===== config.mk =====
export PLATFORM = sky130hd
export DESIGN_NAME = clz_share_arb
export DESIGN_NICKNAME = d
export VERILOG_FILES = /design/src/rtl/clz_share_arb.sv
export SDC_FILE = /design/constraint.sdc
export NUM_CORES = 1
export LEC_CHECK = 0
export CORE_MARGIN = 2
export CORE_UTILIZATION = 42
export CTS_CLUSTER_SIZE = 16
export DETAILED_ROUTE_END_ITERATION = 8
export GPL_ROUTABILITY_DRIVEN = 0
export PLACE_DENSITY = 0.88
export SYNTH_ARGS = -nofsm -noshare
export SYNTH_HDL_FRONTEND = slang
export SYNTH_SLANG_ARGS = --single-unit

===== constraint.sdc =====
create_clock -name clk -period 6.2 [get_ports clk]
set_clock_uncertainty 0.2 [all_clocks]
set_input_delay 1.86 -clock clk [delete_from_list [all_inputs] [get_ports clk]]
set_output_delay 1.86 -clock clk [all_outputs]
set_load 0.01 [all_outputs]

===== src/rtl/clz_share_arb.sv =====
// clz_share_arb -- one count-leading-zeros/ones datapath shared by NUM_REQ
// requesters through a round-robin arbiter, with a one-entry registered
// result slot on a valid/ready response channel.
//
// Ports:
//   clk, rst            clock, asynchronous active-high reset
//   req_valid/req_ready per-requester request handshake (ready is one-hot or 0)
//   req_data            packed operands, requester i at [i*WI_SZ +: WI_SZ]
//   req_mode            per-requester mode: 0 = CLZ, 1 = CLO
//   rsp_valid/rsp_ready result handshake
//   rsp_id              requester index of the held result
//   rsp_count           leading zero/one count, 0..WI_SZ
//   rsp_all             operand was all zeros (CLZ) / all ones (CLO)
//
// Optional build macro CLZ_SHARE_ARB_STATS_EN adds:
//   stats_clr           synchronous clear of all grant counters
//   grant_cnt           NUM_REQ x 16-bit saturating grant counters
module clz_share_arb #(
  parameter int NUM_REQ = 4,
  parameter int WI_SZ   = 32,
  parameter int WO_SZ   = $clog2(WI_SZ) + 1,
  parameter int ID_SZ   = $clog2(NUM_REQ)
) (
  input  logic                     clk,
  input  logic                     rst,
  input  logic [NUM_REQ-1:0]       req_valid,
  output logic [NUM_REQ-1:0]       req_ready,
  input  logic [NUM_REQ*WI_SZ-1:0] req_data,
  input  logic [NUM_REQ-1:0]       req_mode,
  output logic                     rsp_valid,
  input  logic                     rsp_ready,
  output logic [ID_SZ-1:0]         rsp_id,
  output logic [WO_SZ-1:0]         rsp_count,
  output logic                     rsp_all
`ifdef CLZ_SHARE_ARB_STATS_EN
  ,
  input  logic                     stats_clr,
  output logic [NUM_REQ*16-1:0]    grant_cnt
`endif
);

  typedef enum logic {S_EMPTY, S_FULL} state_t;

  state_t           r_state;
  state_t           w_state_next;
  logic [ID_SZ-1:0] r_ptr;
  logic [ID_SZ-1:0] r_id;
  logic [WO_SZ-1:0] r_count;
  logic             r_all;

  logic [WI_SZ-1:0] w_opnd [NUM_REQ];
  logic             w_can_load;
  logic             w_found;
  logic             w_grant;
  logic [ID_SZ-1:0] w_gnt_idx;
  logic [ID_SZ-1:0] w_ptr_next;
  logic [WI_SZ-1:0] w_x;
  logic [WO_SZ-1:0] w_clz;
  logic             w_all;

  // Unpack the flat operand bus.
  genvar gi;
  generate
    for (gi = 0; gi < NUM_REQ; gi++) begin : g_unpack
      assign w_opnd[gi] = req_data[gi*WI_SZ +: WI_SZ];
    end
  endgenerate

  // A full slot can be refilled in the same cycle it is drained.
  assign w_can_load = (r_state == S_EMPTY) || rsp_ready;

  // Round-robin search: first valid requester at or after r_ptr, wrapping.
  // The index is one bit wider so ptr+k can exceed NUM_REQ before wrap.
  always_comb begin
    logic [ID_SZ:0] v_idx;
    w_found   = 1'b0;
    w_gnt_idx = '0;
    v_idx     = '0;
    for (int k = 0; k < NUM_REQ; k++) begin
      v_idx = {1'b0, r_ptr} + (ID_SZ+1)'(k);
      if (v_idx >= (ID_SZ+1)'(NUM_REQ))
        v_idx = v_idx - (ID_SZ+1)'(NUM_REQ);
      if (!w_found && req_valid[ID_SZ'(v_idx)]) begin
        w_found   = 1'b1;
        w_gnt_idx = ID_SZ'(v_idx);
      end
    end
  end

  assign w_grant = w_can_load && w_found;

  always_comb begin
    req_ready = '0;
    if (w_grant)
      req_ready[w_gnt_idx] = 1'b1;
  end

  assign w_ptr_next = (w_gnt_idx == ID_SZ'(NUM_REQ - 1)) ? '0 : w_gnt_idx + 1'b1;

  // CLO is CLZ of the inverted operand.
  assign w_x   = req_mode[w_gnt_idx] ? ~w_opnd[w_gnt_idx] : w_opnd[w_gnt_idx];
  assign w_all = (w_x == '0);

  // Scan LSB to MSB; the highest set bit is the last to overwrite.
  always_comb begin
    w_clz = WO_SZ'(WI_SZ);
    for (int i = 0; i < WI_SZ; i++) begin
      if (w_x[i])
        w_clz = WO_SZ'(WI_SZ - 1 - i);
    end
  end

  // Slot state machine.
  always_ff @(posedge clk or posedge rst) begin
    if (rst)
      r_state <= S_EMPTY;
    else
      r_state <= w_state_next;
  end

  always_comb begin
    w_state_next = r_state;
    case (r_state)
      S_EMPTY: if (w_grant) w_state_next = S_FULL;
      S_FULL: begin
        if (w_grant)
          w_state_next = S_FULL;
        else if (rsp_ready)
          w_state_next = S_EMPTY;
      end
      default: w_state_next = S_EMPTY;
    endcase
  end

  // Result payload and pointer only move on a grant; they hold otherwise.
  always_ff @(posedge clk or posedge rst) begin
    if (rst) begin
      r_ptr   <= '0;
      r_id    <= '0;
      r_count <= '0;
      r_all   <= 1'b0;
    end else if (w_grant) begin
      r_ptr   <= w_ptr_next;
      r_id    <= w_gnt_idx;
      r_count <= w_clz;
      r_all   <= w_all;
    end
  end

  assign rsp_valid = (r_state == S_FULL);
  assign rsp_id    = r_id;
  assign rsp_count = r_count;
  assign rsp_all   = r_all;

`ifdef CLZ_SHARE_ARB_STATS_EN
  // Per-requester saturating grant counters; clear beats increment.
  generate
    for (gi = 0; gi < NUM_REQ; gi++) begin : g_stats
      logic [15:0] r_gcnt;
      always_ff @(posedge clk or posedge rst) begin
        if (rst)
          r_gcnt <= '0;
        else if (stats_clr)
          r_gcnt <= '0;
        else if (w_grant && (w_gnt_idx == ID_SZ'(gi)) && (r_gcnt != 16'hFFFF))
          r_gcnt <= r_gcnt + 16'd1;
      end
      assign grant_cnt[gi*16 +: 16] = r_gcnt;
    end
  endgenerate
`endif

endmodule


==> images/sizes.png <==
Bar = 20 um.
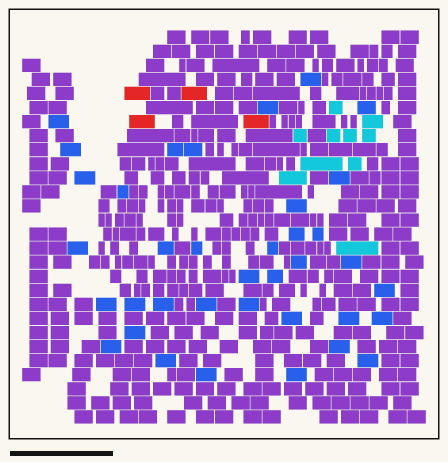
| colour | size | cells | share | most used |
|---|---|---|---|---|
| purple | _0 and _1 cells | 410 | 89% | clkdlybuf4s50_1 |
| cyan | _3 and _4 cells | 10 | 2.2% | buf_4 |
| blue | _2 cells | 37 | 8.0% | mux2_2 |
| red | _6 and larger | 4 | 0.87% | clkbuf_8 |

==> images/clk_routes.png <==
Bar = 20 um.
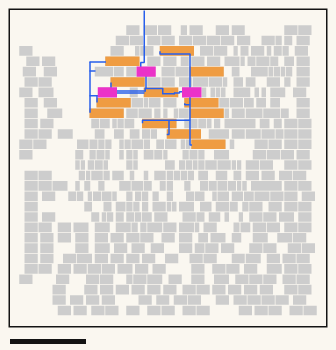
[orange] flip-flops | count: 12
[magenta] clock drivers | count: 3
[blue] clock wires | length: 140 um
routed clock nets: 4

==> images/detail.png <==
Window x 47 to 77, y 6 to 36 um. Cells in grey, sequential cells in the stronger grey; small squares are vias.
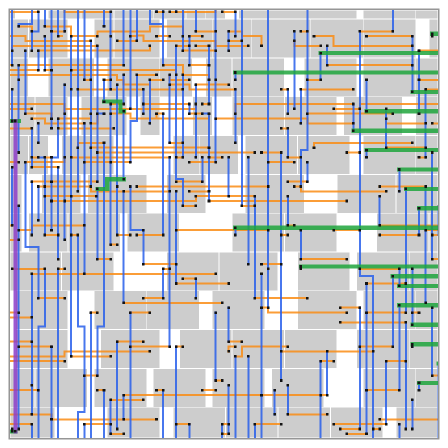
| colour | layer |
|---|---|
| blue | metal 2 |
| purple | metal 4 |
| orange | metal 1 |
| green | metal 3 |
cells with their middle in the window: 75
sequential cells in the window: 0
most frequent: clkdlybuf4s50_1 (31), mux2i_1 (17), mux2_2 (8)

-- cells in the mapped netlist, drive strengths merged (5+ instances only) --
| library cell | n | area share [%] |
|---|---|---|
| mux2i | 78 | 31 |
| mux2 | 27 | 12 |
| nand2 | 25 | 3.6 |
| nor2 | 19 | 3.0 |
| a21oi | 16 | 3.2 |
| buf | 13 | 4.6 |
| nand3 | 13 | 2.5 |
| o21ai | 13 | 2.5 |
| dfrtp | 12 | 12 |
| nor3 | 10 | 2.1 |
| and2 | 6 | 1.4 |
| inv | 6 | 0.86 |
| nand2b | 6 | 1.4 |
| o22ai | 5 | 1.2 |
-- worst paths after layout --
check / from / to / slack [ns]
max in group asynchronous: rst / rsp_count[4]$_DFFE_PP0P_ / 3.75
setup / recovery: req_valid[0] / req_ready[0] / 0.26
hold reg to reg: rsp_all$_DFFE_PP0P_ / rsp_all$_DFFE_PP0P_ / 0.28
hold / removal: rsp_all$_DFFE_PP0P_ / rsp_all$_DFFE_PP0P_ / 0.28
min in group asynchronous: rst / rsp_valid$_DFF_PP0_ / 1.73
setup reg to reg: r_ptr[1]$_DFFE_PP0P_ / rsp_count[5]$_DFFE_PP0P_ / 2.31
-- power groups by stage --
stage          combinational [mW]  sequential (mW)  clock [mW]
2_1_floorplan               0.738            0.115           0
3_3_place_gp                0.944            0.112           0
3_5_place_dp                0.970            0.114           0
4_1_cts                     0.975            0.113      0.0848
5_1_grt                      1.07            0.116      0.0895
6_report                    0.981            0.114      0.0836
-- sequential cells by signal, indices dropped and copies added (netlist names) --
signal / flops
r_ptr: 2
rsp_all: 1
rsp_count: 6
rsp_id: 2
rsp_valid: 1
-- kinds of logic after synthesis --
kind of cell,Yosys count,share of synthesized area (%)
AND/OR/NAND/NOR,103,20.3
adder cells (fa/ha/maj),4,1.92
multiplexers,105,42.7
buffers and inverters,22,5.90
flip-flops,12,11.5
AND-OR/OR-AND,69,17.6
-- layer usage --
metal  share of wire (%)  vias up  routed length, um  track usage, %
met2                  54      123               4620            49.4
li1                    -     1492                  -               -
met3                 7.9       14                678            3.57
met5                   0        -                  0               0
met4                 1.5        0                125            5.57
met1                  37     1388               3130            24.8
-- through the flow --
stage | setup WS, ns | std cells | instance area (um^2)
3_5_place_dp | 0.268 | 532 | 4140
5_1_grt | 0.178 | 536 | 4190
3_3_place_gp | 0.383 | 532 | 4140
2_1_floorplan | 1.05 | 315 | 2610
6_report | 0.256 | 536 | 4190
4_1_cts | 0.254 | 536 | 4190
-- final cells by class --
cell class              count  area [um^2]  share of cell area [%]
well taps                  75         93.8                    2.24
multi-input cells         281         2150                    51.4
inverters                   6         22.5                   0.537
repair buffers            158         1570                    37.4
flip-flops and latches     12          300                    7.16
clock buffers               4         55.1                    1.31
==> results.yml <==
# yosys + openroad results
status:
  status: "completed"
final_timing:
  worstMarginPinSlew_ns: 0.770
  slew_violations: 0
  finalHoldViolations: 0
  setup_viol: 0
  finalCriticalPeriod_ns: 5.94
  slew_headroom_pct: 48.7
  hold_slack_ns: 0.276
  fin_setup_tns_ns: 0
  grt_setup_unrepaired: "false"
yosys:
  ys_warn_count: 0
  ys_cells: 315
  enable_flop_cells: 0
  synth_cell_types: 53
  synthCells: 315
  flop_cell: "dfrtp_1"
  syn-num-nets: 458
  numSynthFlops: 12
  syn-cell-area_mm2: 0.00261
  yosys_area_mm2: 0.00261
grt:
  grt.total_usage_pct: 23.9
  grt_max_degree: 49
  antenna_found_initial: 0
  grt_pass1_vias: 2971
  grt_pass1_wl_um: 12900
  overflow: 0
clock_network:
  cts_setup_buffers: 0
  cts_hold_buf: 0
  cts_tree: "yes"
  cts.sinks: 12
  cts_made_buffers: 3
  root_buffer: "clkbuf_8"
  insertion_delay_ns: 0.24
  clk_pin_slew_ns: 0.05
  ctsResizeCount: 0
worst_hold_path:
  hold_depth: 1
power_and_ir_drop:
  seqPwrFrac_pct: 9.7
  clockPowerShare_pct: 7.1
  p_leak_nw: 1.68
  p_total_mw: 1.18
  comb_power_share_pct: 83.2
  power_density_mw_per_mm2: 281
  p_int_mw: 0.624
  ir_drop_uv: 231
placement:
  hpwl_um: 7120
  port_buffers: 152
worst_setup_path:
  critPathSlowestCell: "clkdlybuf4s50_1"
  crit_chain: "clkdlybuf4s50_1 -> a21oi_1 -> o21a_1 -> o22a_2 -> inv_1 -> ha_1 -> and2_1 -> clkdlybuf4s50_1"
  end_kind: "output pin"
  critPathMaxFanout: 5
  crit_family: "buffers and inverters"
  cp_common_cell: "clkdlybuf4s50_1"
  cp.depth: 8
  slowest_delay_ns: 0.55
  reg2reg_depth: 11
  worstPathRequired_ns: 4.14
  cp-start-kind: "input port"
  path_class: "input port to output pin"
die:
  design.core.area_mm2: 0.00596
  die_h_um: 82.8
  die_area_mm2: 0.00685
  floorplan.core_util_pct: 43.8
  rows: 28
  io_pins: 153
detailed_routing:
  num_vias: 3017
  drtPass1Iterations: 4
  drtIter0Drc: 154
  route.detailed.drc: 0
  ant_nets: 0
  post_drt_wl_per_cell_um: 16.0
  viasPerCell: 5.63
flow_run:
  tool_warnings: 29
  maxCapViolCount: 0
cells_and_area:
  area_growth_pct: 60.7
  mostFrequentLayoutCells: "clkdlybuf4s50_1, mux2i_1, mux2_2, nand2_1, nor2_1"
  fill_cells: 509
  finish.utilization_pct: 70.4
  lay_top_count: "clkdlybuf4s50_1"
  fin_nets: 605
Power is estimated from default activity; no workload was simulated.
